## src/rtl/bitop_unit_if.sv

```systemverilog
// bitop_unit_if: start/busy/done bus for bitop_unit.
// master drives start/op/a/b; slave returns busy/done/res/illegal.
interface bitop_unit_if #(
  parameter int WIDTH = 32
);
  logic             start;
  logic [2:0]       op;
  logic [WIDTH-1:0] a;
  logic [WIDTH-1:0] b;
  logic             busy;
  logic             done;
  logic [WIDTH-1:0] res;
  logic             illegal;

  modport master (
    output start, op, a, b,
    input  busy, done, res, illegal
  );

  modport slave (
    input  start, op, a, b,
    output busy, done, res, illegal
  );
endinterface

```

## src/rtl/bitop_unit.sv

```systemverilog
// bitop_unit: multi-cycle bitwise unit, one SLICE per clock, LSB first.
// Ports: clk, rst_n (async low), bus (slave). Macro BITOP_POPCNT_EN adds POPCNT.
module bitop_unit #(
  parameter int WIDTH = 32,
  parameter int SLICE = 8
) (
  input  logic         clk,
  input  logic         rst_n,
  bitop_unit_if.slave  bus
);
  localparam int N  = WIDTH / SLICE;
  localparam int CW = (N > 1) ? $clog2(N) : 1;

  localparam logic [2:0] OP_AND  = 3'b000;
  localparam logic [2:0] OP_OR   = 3'b001;
  localparam logic [2:0] OP_XOR  = 3'b010;
  localparam logic [2:0] OP_NOR  = 3'b011;
  localparam logic [2:0] OP_XNOR = 3'b100;
  localparam logic [2:0] OP_ANDN = 3'b101;

  localparam logic [WIDTH-1:0] MASK =
    WIDTH'({SLICE{1'b1}});

  typedef enum logic [1:0] {
    IDLE = 2'd0,
    RUN  = 2'd1,
    DONE = 2'd2
  } state_t;

  state_t           state;
  state_t           state_nx;
  logic [WIDTH-1:0] a_q;
  logic [WIDTH-1:0] b_q;
  logic [2:0]       op_q;
  logic [CW-1:0]    cnt;
  logic [WIDTH-1:0] res_q;
  logic [WIDTH-1:0] res_nx;
  logic             ill_q;
  logic             accept;
  logic             last;
  logic             bad_op;
  logic [31:0]      sh;
  logic [SLICE-1:0] sa;
  logic [SLICE-1:0] sb;
  logic [SLICE-1:0] sv;

  assign accept = bus.start && (state != RUN);
  assign last   = (cnt == CW'(N - 1));
  assign sa     = a_q[SLICE-1:0];
  assign sb     = b_q[SLICE-1:0];

`ifdef BITOP_POPCNT_EN
  localparam int AW = $clog2(WIDTH + 1);
  localparam logic [2:0] OP_POP = 3'b110;

  logic [AW-1:0] acc;
  logic [AW-1:0] acc_nx;

  function automatic logic [AW-1:0] ones(
    input logic [SLICE-1:0] v
  );
    logic [AW-1:0] c;
    c = '0;
    for (int i = 0; i < SLICE; i++)
      c = c + AW'(v[i]);
    return c;
  endfunction

  assign acc_nx = acc + ones(sa ^ sb);
  assign bad_op = (op_q == 3'b111);

  always_ff @(posedge clk or negedge rst_n) begin
    if (!rst_n)
      acc <= '0;
    else if (accept)
      acc <= '0;
    else if (state == RUN && op_q == OP_POP)
      acc <= acc_nx;
  end
`else
  assign bad_op = (op_q[2:1] == 2'b11);
`endif

  always_ff @(posedge clk or negedge rst_n) begin
    if (!rst_n)
      state <= IDLE;
    else
      state <= state_nx;
  end

  always_comb begin
    state_nx = state;
    unique case (state)
      IDLE: if (bus.start) state_nx = RUN;
      RUN:  if (last) state_nx = DONE;
      DONE: state_nx = bus.start ? RUN : IDLE;
      default: state_nx = IDLE;
    endcase
  end

  always_comb begin
    bus.busy = (state == RUN);
    bus.done = (state == DONE);
  end

  always_comb begin
    unique case (1'b1)
      op_q == OP_AND:  sv = sa & sb;
      op_q == OP_OR:   sv = sa | sb;
      op_q == OP_XOR:  sv = sa ^ sb;
      op_q == OP_NOR:  sv = ~(sa | sb);
      op_q == OP_XNOR: sv = ~(sa ^ sb);
      op_q == OP_ANDN: sv = sa & ~sb;
      default:         sv = '0;
    endcase
  end

  // Operands shift down each cycle, so slice k is
  // always at the bottom; the result slot moves up.
  always_comb begin
    sh     = 32'(cnt) * 32'(SLICE);
    res_nx = (res_q & ~(MASK << sh))
           | (WIDTH'(sv) << sh);
`ifdef BITOP_POPCNT_EN
    if (op_q == OP_POP)
      res_nx = WIDTH'(acc_nx);
`endif
  end

  always_ff @(posedge clk or negedge rst_n) begin
    if (!rst_n) begin
      a_q   <= '0;
      b_q   <= '0;
      op_q  <= '0;
      cnt   <= '0;
      res_q <= '0;
      ill_q <= 1'b0;
    end else if (accept) begin
      a_q   <= bus.a;
      b_q   <= bus.b;
      op_q  <= bus.op;
      cnt   <= '0;
      res_q <= '0;
      ill_q <= 1'b0;
    end else if (state == RUN) begin
      a_q   <= a_q >> SLICE;
      b_q   <= b_q >> SLICE;
      res_q <= res_nx;
      if (last) begin
        cnt   <= '0;
        ill_q <= bad_op;
      end else begin
        cnt <= cnt + CW'(1);
      end
    end
  end

  assign bus.res     = res_q;
  assign bus.illegal = ill_q;
endmodule

```

## src/flat_wrapper.sv

```systemverilog
// flat-port wrapper written by rule: the top's interface ports become plain ports
module bitop_unit_flat 
#(
  parameter int WIDTH = 32,
  parameter int SLICE = 8
)
  (clk, rst_n, bus_start, bus_op, bus_a, bus_b, bus_busy, bus_done, bus_res, bus_illegal);
  bitop_unit_if #(.WIDTH(WIDTH)) bus_i ();
  input  logic clk;
  input  logic rst_n;
  input wire logic [$bits(bus_i.start)-1:0] bus_start;
  input wire logic [$bits(bus_i.op)-1:0] bus_op;
  input wire logic [$bits(bus_i.a)-1:0] bus_a;
  input wire logic [$bits(bus_i.b)-1:0] bus_b;
  output wire logic [$bits(bus_i.busy)-1:0] bus_busy;
  output wire logic [$bits(bus_i.done)-1:0] bus_done;
  output wire logic [$bits(bus_i.res)-1:0] bus_res;
  output wire logic [$bits(bus_i.illegal)-1:0] bus_illegal;
  assign bus_i.start = bus_start;
  assign bus_i.op = bus_op;
  assign bus_i.a = bus_a;
  assign bus_i.b = bus_b;
  assign bus_busy = bus_i.busy;
  assign bus_done = bus_i.done;
  assign bus_res = bus_i.res;
  assign bus_illegal = bus_i.illegal;
  bitop_unit #(.WIDTH(WIDTH), .SLICE(SLICE)) u_core (.clk(clk), .rst_n(rst_n), .bus(bus_i));
endmodule
```

## config.mk

```make
export PLATFORM = sky130hd
export DESIGN_NAME = bitop_unit_flat
export DESIGN_NICKNAME = d
export VERILOG_FILES = /design/src/rtl/bitop_unit_if.sv /design/src/rtl/bitop_unit.sv /design/src/flat_wrapper.sv
export SDC_FILE = /design/constraint.sdc
export NUM_CORES = 1
export LEC_CHECK = 0
export CORE_ASPECT_RATIO = 1.4
export CORE_MARGIN = 3
export CORE_UTILIZATION = 45
export DETAILED_ROUTE_END_ITERATION = 6
export PLACE_DENSITY = 0.71
export SKIP_LAST_GASP = 1
export SYNTH_ARGS = -nofsm -noshare
export SYNTH_HDL_FRONTEND = slang
export SYNTH_SLANG_ARGS = --single-unit
export TNS_END_PERCENT = 50
```

## constraint.sdc

```tcl
create_clock -name clk -period 1.9 [get_ports clk]
set_input_delay 0.38 -clock clk [delete_from_list [all_inputs] [get_ports clk]]
set_output_delay 0.38 -clock clk [all_outputs]
set_load 0.01 [all_outputs]
```

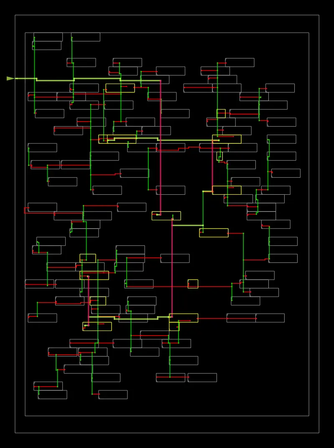
**Above:** run 1 (clock wiring as the flow saved it).
clock latency on the worst-skew pair: 0.34 ns
total CTS buffers: 9

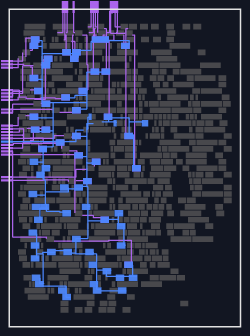
**Above:** run 1 (I/O nets highlighted).
- blue: `bus_start` (direction input; edge left; end cells 67; wire 583 um)
- purple: `bus_a` (direction input; edge 20 left, 12 top; end cells 32; wire 883 um)
total of buffers placed on input and output ports: 104
number of top-level pins: 105

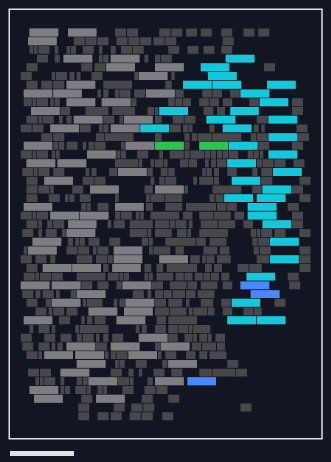
**Above:** run 1 (sequential cells grouped by signal name).
The bar under the picture is 20 um long. Other sequential cells in the stronger grey, the rest of the logic in the fainter grey.
- blue: `u_core.op_q` (sequential cells 3)
- cyan: `u_core.bus.res` (sequential cells 32)
- green: `u_core.cnt` (sequential cells 2)
footprint of the flip-flops and latches: 0.002603 mm2
power consumed by sequential cells: 3.78 mW
Seq area share: 38.45%

==> impl_metrics.env, run 1 <==
# source this file to load flow results
export IMPL_yosys_stat_area_mm2=0.005224
export IMPL_routed_wirelength_um=12810
export IMPL_overflow_left_after_global_routing=0
export IMPL_hold_violations=0
export IMPL_slowest_stage="sky130_fd_sc_hd__dfrtp_1"
export IMPL_finish_utilization_pct=61.03
export IMPL_gp_congestion=0.8823
export IMPL_fp_dieW_um=97.06
export IMPL_core_region_area_mm2=0.01109
export IMPL_synthDominantCellAreaShare_pct=49.82
export IMPL_place_area_mm2=0.006461
export IMPL_floorplan_core_util_pct=47.10
export IMPL_grt_usage_pct=20.30
export IMPL_ant_nets=0
export IMPL_yosys_warnings=0
export IMPL_report_final_setup_viol=0
export IMPL_vdd_ir_drop_worst_mv=0.7411
export IMPL_postLayoutSetupSlackWorst_ns=0.05954
export IMPL_highest_count_logic_cell_in_the_final_layout="sky130_fd_sc_hd__dfrtp_1"
export IMPL_post_cts_resized_instances=2
export IMPL_enable_flop_cells=0
export IMPL_floorplan_nets=553
export IMPL_detail_route_drc_violations=0
export IMPL_detailedRoute_firstPassIterationCount=4
export IMPL_status="completed"
export IMPL_startpoint="u_core.op_q[2]$_DFFE_PN0P_"
export IMPL_die_area_mm2=0.01296
export IMPL_cts_reportedPaths_clkPinSlew_ns=0.07
export IMPL_critical_path_required_ns=2.18
export IMPL_yosys_area_top_type="sky130_fd_sc_hd__dfrtp_1"
export IMPL_timing_rr_start="u_core.op_q[2]$_DFFE_PN0P_"
export IMPL_cp_cell_sequence="buf_4 -> or3b_1 -> a211o_1 -> o221ai_2 -> a22o_1"
export IMPL_critical_path_buf_inv_count=1
export IMPL_placed_cells=704
export IMPL_dp_worst_setup_slack_ns=-0.03078
run 1: worst max-delay path by stage:
stage	end	slack, ns	cells after the start
after global routing	u_core.bus.res[12]$_DFFE_PN0P_	-0.01	5
final	u_core.bus.res[12]$_DFFE_PN0P_	0.06	5
after detailed placement	u_core.bus.res[16]$_DFFE_PN0P_	-0.03	4
after global placement	u_core.bus.res[8]$_DFFE_PN0P_	-0.03	4
after floorplan	bus_busy	0.34	6
after CTS	u_core.bus.res[9]$_DFFE_PN0P_	0.002	4
run 1: per-layer routing:
| layer | global-route usage [%] | wire (um) | up-vias |
|---|---|---|---|
| met2 | 36.10 | 6661 | 137 |
| met5 | 0 | 0 | - |
| li1 | - | - | 1909 |
| met1 | 24.39 | 5060 | 1897 |
| met4 | 6.323 | 195 | 0 |
| met3 | 4.557 | 894 | 18 |
run 1: worst register-to-register path, cell delays in order, from the launching register on:
cell and delay [ns]:
sky130_fd_sc_hd__dfrtp_1 0.52, sky130_fd_sc_hd__buf_4 0.23, sky130_fd_sc_hd__or3b_1 0.35, sky130_fd_sc_hd__a211o_1 0.31
sky130_fd_sc_hd__o221ai_2 0.15, sky130_fd_sc_hd__a22o_1 0.22
run 1: area by class of cell:
class / count / area, um2 / share of cell area, %
Sequential cell: 104 / 2603 / 38.45
Multi-Input combinational cell: 317 / 2390 / 35.30
Timing Repair Buffer: 122 / 1232 / 18.21
Clock buffer: 11 / 252.7 / 3.734
Tap cell: 141 / 176.4 / 2.606
Inverter: 20 / 77.57 / 1.146
Clock inverter: 5 / 37.54 / 0.5545
run 1: cells by family (layout without fill, tap and decap cells):
logic type               Yosys count  after routing  synth area share (%)
AND-OR/OR-AND                    109            109                 16.62
adder cells (fa/ha/maj)           12             12                 2.874
buffers and inverters             50            158                 4.790
flip-flops                       104            104                 49.82
multiplexers                      75             75                 15.07
AND/OR/NAND/NOR                  121            121                 10.83
run 1: where the power goes:
part / switching, mW / internal (mW)
Sequential: 0.663 / 3.12
Combinational: 2.84 / 2.51
Clock: 0.830 / 0.968
run 1: per-stage QoR:
step / hold WS (ns) / total power, mW
floorplan: 0.08441 / 7.242
global placement: 0.3988 / 8.950
detailed placement: 0.3911 / 9.121
CTS: 0.01820 / 10.96
global route: 0.03173 / 11.70
finish: 0.01065 / 10.92
run 1: synth_stat cells (all sizes together) (3+ instances only):
cell / number
a2bb2oi: 6
inv: 20
o221ai: 7
nor3: 16
mux2i: 64
clkbuf: 9
nand3b: 5
nand2b: 3
or3b: 5
dfrtp: 104
a221o: 12
o21ai: 49
nor2: 23
a211o: 5
a22o: 20
nand2: 54
nand4: 3
ha: 12
a21oi: 5
nand3: 4
mux2: 11
buf: 21
run 1: flip-flops by register name (all words and copies together), names as in the netlist:
register,count
u_core.op_q,3
u_core.bus.res,32
u_core.bus.illegal,1
u_core.a_q,32
u_core.cnt,2
u_core.b_q,32
u_core.state,2
==> run 2: changes to the inputs <==
--- a/config.mk
+++ b/config.mk
@@ -5,11 +5,12 @@
 export SDC_FILE = /design/constraint.sdc
 export NUM_CORES = 1
 export LEC_CHECK = 0
+export CELL_PAD_IN_SITES_DETAIL_PLACEMENT = 1
+export CELL_PAD_IN_SITES_GLOBAL_PLACEMENT = 1
 export CORE_ASPECT_RATIO = 1.4
-export CORE_MARGIN = 3
-export CORE_UTILIZATION = 45
+export CORE_UTILIZATION = 41
 export DETAILED_ROUTE_END_ITERATION = 6
-export PLACE_DENSITY = 0.71
+export PLACE_DENSITY = 0.83
 export SKIP_LAST_GASP = 1
 export SYNTH_ARGS = -nofsm -noshare
 export SYNTH_HDL_FRONTEND = slang
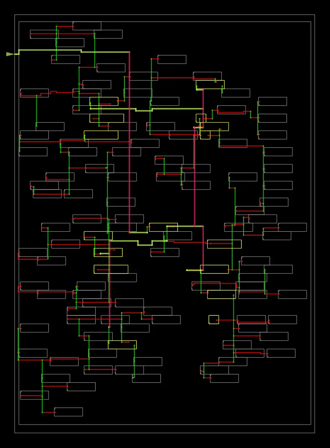
**Above:** run 2 (clock wiring as the flow saved it).
flip-flops: 104
Setup Skew: 0.008937 ns
clk sink count: 104

==> run 2 against run 1 <==
Die size up 1.9%. Sequential power up 1%. Core utilization down 5.5 points. Global-route usage up 2.8 points. Worst setup slack better by 0.0032 ns. Largest power group unchanged. Critical path type is now reg -> out.
==> impl_metrics.env, run 2 <==
# source this file to load flow results
export IMPL_status="completed"
export IMPL_timing_fmax_ghz=0.5443
export IMPL_dr_wl_met3_um=726
export IMPL_vdd_ir_drop_worst_mv=0.6515
export IMPL_unrepaired_setup_endpoints_after_global_routing="false"
export IMPL_numPortBuffers=104
export IMPL_detailroute_wirelength_met2_um=7622
export IMPL_yosys_stat_area_mm2=0.005224
export IMPL_hpwlAfterDp_um=10540
export IMPL_overflow_left_after_global_routing=0
export IMPL_syn_instance_count=471
export IMPL_die_area_mm2=0.01320
export IMPL_max_clock_path_buffers=2
export IMPL_area_growth_syn_to_layout_pct=31.43
export IMPL_finish_instance_area_mm2=0.006865
export IMPL_critical_path_required_ns=1.52
export IMPL_tool_warnings=29
export IMPL_clk_latency_ns=0.35
export IMPL_detail_route_drc_violations=0
export IMPL_dr_first_iter_drc_count=108
export IMPL_worst_path_largest_cell_delay_ns=0.37
export IMPL_cts_reportedPaths_clkPinSlew_ns=0.07
export IMPL_floorplan_core_util_pct=42.22
export IMPL_synth_most_common_cell="sky130_fd_sc_hd__dfrtp_1"
export IMPL_report_final_setup_viol=0
export IMPL_place_area_mm2=0.006477
export IMPL_criticalPathCategory="reg -> out"
export IMPL_highest_count_logic_cell_in_the_final_layout="sky130_fd_sc_hd__dfrtp_1"
export IMPL_share_of_the_clock_period_used_by_the_worst_path_after_layout_pct=96.70
export IMPL_crit_path_start_kind="flop"
export IMPL_grt_usage_pct=23.13
export IMPL_number_of_diodes=0
export IMPL_dp_worst_setup_slack_ns=0.1245
export IMPL_power_clock_fraction_pct=19.9
export IMPL_gp_congestion=0.8461
export IMPL_tritoncts_num_buffers=9
export IMPL_core_region_area_mm2=0.01237
export IMPL_synthDominantCellAreaShare_pct=49.82
export IMPL_slew_viol_final=0
export IMPL_fin_setup_tns_ns=0
export IMPL_vias_per_cell=5.666
export IMPL_cp_end_kind="primary output"
export IMPL_synth_area_per_cell_um2=11.09
export IMPL_postSynthRegisterBits=104
export IMPL_layout_nets=661
export IMPL_enable_flop_cells=0
export IMPL_met1Wirelength_um=5537
export IMPL_ant_nets=0
export IMPL_slowest_stage="sky130_fd_sc_hd__dfrtp_1"
export IMPL_grt_first_pass_wirelength_um=23800
export IMPL_worst_pin_slew_ns=0.7500
export IMPL_cp_cell_sequence="nand2b_1 -> inv_4 -> dlygate4sd2_1"
export IMPL_layout_drive_gt1_share_pct=12.33
export IMPL_register_area_mm2=0.002603
export IMPL_hold_depth=3
export IMPL_power_sequential_fraction_pct=33.0
export IMPL_logic_area_mm2=0.002379
export IMPL_n_fill_cell=1336
export IMPL_fp_dieW_um=97.40
export IMPL_highest_signal_layer="met4"
export IMPL_mappedNetlistArea_mm2=0.005224
export IMPL_postSynth_topFlopCell="sky130_fd_sc_hd__dfrtp_1"
export IMPL_yosys_warnings=0
export IMPL_hold_violations=0
export IMPL_relSlewSlack_pct=50.00
export IMPL_worstHoldPathType="in -> reg"
export IMPL_floorplan_nets=553
export IMPL_vias=4159
export IMPL_reg2reg_depth=4
export IMPL_finalPower_mw=11.57
export IMPL_routed_wirelength_um=14610
export IMPL_synth_cell_types=42
export IMPL_floorplan_die_height_um=135.6
export IMPL_yosys_cells=471
export IMPL_switching_pwr_mw=4.487
export IMPL_postLayoutSetupSlackWorst_ns=0.06274
export IMPL_share_comb_of_total_power_pct=47.0
export IMPL_p_sw_share_pct=38.78
export IMPL_critPathMaxFanout=14
export IMPL_whs_ns=0.3939
export IMPL_synth_cells_most_frequent="sky130_fd_sc_hd__dfrtp_1, sky130_fd_sc_hd__mux2i_1, sky130_fd_sc_hd__nand2_1, sky130_fd_sc_hd__o21ai_0, sky130_fd_sc_hd__nor2_1"
export IMPL_intPower_mw=7.083
export IMPL_yosys_area_top_type="sky130_fd_sc_hd__dfrtp_1"
export IMPL_io_pin_count=105
export IMPL_clock_tree_htree_level_count=3
export IMPL_detailedRoute_firstPassIterationCount=4
export IMPL_number_of_antenna_violations_at_the_first_check_in_global_routing=0
export IMPL_top_cells_by_area="sky130_fd_sc_hd__dfrtp_1, sky130_fd_sc_hd__mux2i_1, sky130_fd_sc_hd__o21ai_0"
==> run 2: cell counts after synthesis <==
No cell type changed its count.
==> run 2: layout make-up <==
class / count / share of cell area (%)
sequential: 104 / 37.91
clock buffer: 9 / 3.280
multi-input combinational: 317 / 34.65
inverter: 20 / 1.130
tap: 150 / 2.734
timing repair buffer: 127 / 18.17
clock inverter: 7 / 2.132
==> run 2: timing repair <==
action                     in CTS  in global routing
hold endpoints to repair       13                  0
gates resized                   1                  2
hold buffers                    1                  0
setup endpoints to repair       1                 14
setup buffers                   0                  0
==> run 2: worst paths after layout <==
check                                            start                             to  slack (ns)
setup / recovery           u_core.state[1]$_DFFE_PN0P_                       bus_busy        0.06
hold / removal                               bus_start    u_core.state[0]$_DFFE_PN0P_        0.39
setup reg to reg             u_core.cnt[1]$_DFFE_PN0P_  u_core.bus.res[8]$_DFFE_PN0P_        0.10
hold reg to reg             u_core.b_q[22]$_DFFE_PN0P_     u_core.b_q[14]$_DFFE_PN0P_        0.49
max in group asynchronous                        rst_n      u_core.b_q[0]$_DFFE_PN0P_        0.72
min in group asynchronous                        rst_n     u_core.a_q[29]$_DFFE_PN0P_        0.43
==> run 2: worst max-delay path: cells and delay by family (launching register included) <==
family	cells	cell delay (ns)
buffers and inverters	2	0.54
and+or+nand+nor	1	0.20
DFF	1	0.37
==> run 2: power groups by stage <==
| stage | logic, mW | registers (mW) | clock network (mW) |
|---|---|---|---|
| after global placement | 5.10 | 3.78 | 0 |
| final | 5.44 | 3.82 | 2.31 |
| after CTS | 5.47 | 3.82 | 2.35 |
| after floorplan | 3.54 | 3.70 | 0 |
| after detailed placement | 5.42 | 3.83 | 0 |
| after global routing | 5.95 | 3.92 | 2.41 |
==> run 2: routing by layer <==
layer | up-vias | GRT usage, %
li1 | 1921 | -
met1 | 2078 | 24.94
met2 | 121 | 41.49
met3 | 39 | 5.005
met4 | 0 | 13.73
met5 | - | 0
==> run 2: through the flow <==
stage	cells	util (%)
finish	734	55.49
global placement	717	52.36
global route	734	55.49
floorplan	471	-
detailed placement	717	52.36
CTS	734	55.43
==> run 2: kinds of logic after synthesis <==
kind of cell	Yosys count	share of synthesized area, %
flops	104	49.82
mux	75	15.07
simple gates	121	10.83
buf+inv	50	4.790
compound gates	109	16.62
fa+ha+maj	12	2.874
==> run 3: changes to the inputs <==
--- a/config.mk
+++ b/config.mk
@@ -8,8 +8,10 @@
 export CELL_PAD_IN_SITES_DETAIL_PLACEMENT = 1
 export CELL_PAD_IN_SITES_GLOBAL_PLACEMENT = 1
 export CORE_ASPECT_RATIO = 1.4
+export CORE_MARGIN = 2
 export CORE_UTILIZATION = 41
 export DETAILED_ROUTE_END_ITERATION = 6
+export MAX_ROUTING_LAYER = met4
 export PLACE_DENSITY = 0.83
 export SKIP_LAST_GASP = 1
 export SYNTH_ARGS = -nofsm -noshare
==> run 3 against run 2 <==
Routed wire length is 5.6% lower. Critical path depth is the same. Core utilization decreased by 0.53 points. Non-clock buffer count is 2 lower. Clock power down 15%. Critical endpoint unchanged.
==> impl_metrics.env, run 3 <==
# source this file to load flow results
export IMPL_critical_path_buf_inv_count=2
export IMPL_overflow_left_after_global_routing=0
export IMPL_floorplan_core_util_pct=42.22
export IMPL_grt_first_pass_wirelength_um=22510
export IMPL_fp_dieW_um=99.40
export IMPL_crit_path_start_kind="flop"
export IMPL_synth_most_common_cell="sky130_fd_sc_hd__dfrtp_1"
export IMPL_core_region_area_mm2=0.01237
export IMPL_final_cell_count_no_fill=730
export IMPL_dr_wl_met3_um=528
export IMPL_tritoncts_num_buffers=9
export IMPL_grt_usage_pct=21.75
export IMPL_synth_area_per_cell_um2=11.09
export IMPL_vias_per_cell=5.532
export IMPL_clk_latency_ns=0.34
export IMPL_clock_tree_htree_level_count=3
export IMPL_number_of_antenna_violations_at_the_first_check_in_global_routing=0
export IMPL_vdd_ir_drop_worst_mv=0.6630
export IMPL_highest_signal_layer="met4"
export IMPL_yosys_area_top_type="sky130_fd_sc_hd__dfrtp_1"
export IMPL_report_final_setup_viol=0
export IMPL_placed_cells=716
export IMPL_status="completed"
export IMPL_max_clock_path_buffers=2
export IMPL_layout_nets=659
export IMPL_synthDominantCellAreaShare_pct=49.82
export IMPL_postCtsSetupRepairBufs=0
export IMPL_hold_violations=0
export IMPL_die_area_mm2=0.01367
export IMPL_detailroute_wirelength_met2_um=7478
export IMPL_postSynth_topFlopCell="sky130_fd_sc_hd__dfrtp_1"
export IMPL_register_area_mm2=0.002604
export IMPL_yosys_stat_area_mm2=0.005224
export IMPL_cts_reportedPaths_clkPinSlew_ns=0.07
export IMPL_synth_cells_most_frequent="sky130_fd_sc_hd__dfrtp_1, sky130_fd_sc_hd__mux2i_1, sky130_fd_sc_hd__nand2_1, sky130_fd_sc_hd__o21ai_0, sky130_fd_sc_hd__nor2_1"
export IMPL_worstHoldPathType="in -> async"
export IMPL_finish_utilization_pct=54.97
export IMPL_postLayoutSetupSlackWorst_ns=0.06927
export IMPL_yosys_warnings=0
export IMPL_post_cts_resized_instances=1
[run 3: cell families (layout without fill, tap and decap cells)]
kind of cell | after synthesis | count (layout) | synth area share [%]
mux | 75 | 75 | 15.07
buf+inv | 50 | 159 | 4.790
simple gates | 121 | 121 | 10.83
flops | 104 | 104 | 49.82
compound gates | 109 | 109 | 16.62
fa+ha+maj | 12 | 12 | 2.874
[run 3: worst paths after layout]
check / startpoint / end / slack [ns] / depth (start not counted)
max in group asynchronous: rst_n / u_core.bus.res[26]$_DFFE_PN0P_ / 1.60 / 2
max reg2reg: u_core.a_q[2]$_DFFE_PN0P_ / u_core.bus.res[10]$_DFFE_PN0P_ / 0.08 / 6
max: u_core.state[1]$_DFFE_PN0P_ / bus_busy / 0.07 / 3
min in group clk: bus_start / u_core.state[0]$_DFFE_PN0P_ / 0.40 / 3
min: rst_n / u_core.a_q[30]$_DFFE_PN0P_ / 0.01 / 2
min reg2reg: u_core.b_q[26]$_DFFE_PN0P_ / u_core.b_q[18]$_DFFE_PN0P_ / 0.49 / 2
[run 3: stage by stage]
| stage | hold WS (ns) | TNS (ns) | cell area [um2] |
|---|---|---|---|
| 2_1_floorplan | 0.08441 | 0 | 5224 |
| 3_3_place_gp | 0.3996 | 0 | 6482 |
| 3_5_place_dp | 0.4023 | 0 | 6482 |
| 4_1_cts | 0.03088 | 0 | 6792 |
| 5_1_grt | 0.03096 | -0.01425 | 6800 |
| 6_report | 0.01396 | 0 | 6800 |
[run 3: metal layers]
| layer | vias to the layer above | GRT usage [%] |
|---|---|---|
| met5 | - | - |
| met4 | 0 | 9.361 |
| met3 | 22 | 3.704 |
| met2 | 102 | 39.19 |
| met1 | 2010 | 23.52 |
| li1 | 1904 | - |
[run 3: power groups by stage]
stage                     registers [mW]  logic [mW]  clock network, mW
final                               3.80        5.38               1.97
after global routing                3.92        5.89               2.07
after CTS                           3.81        5.41               2.01
after detailed placement            3.83        5.39                  0
after global placement              3.77        5.05                  0
after floorplan                     3.70        3.54                  0
[run 3: layout make-up]
cell class	count	area share (%)
Inverter	20	1.141
Clock inverter	3	0.9936
Timing Repair Buffer	125	18.27
Multi-Input combinational cell	317	34.98
Tap cell	150	2.760
Clock buffer	11	3.569
Sequential cell	104	38.29
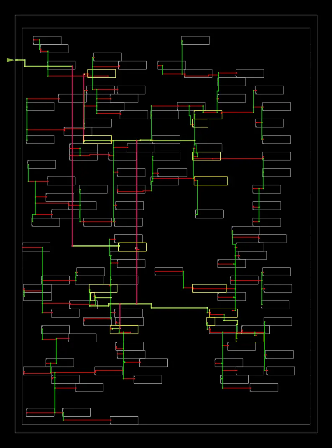
**Above:** run 3 (clock wiring as the flow saved it).
Setup Skew: 0.007023 ns
power consumed by the clock network: 1.97 mW
count of clock-net buffers in the final layout: 11

No activity file was given, so power comes from the tool's default toggle rates.
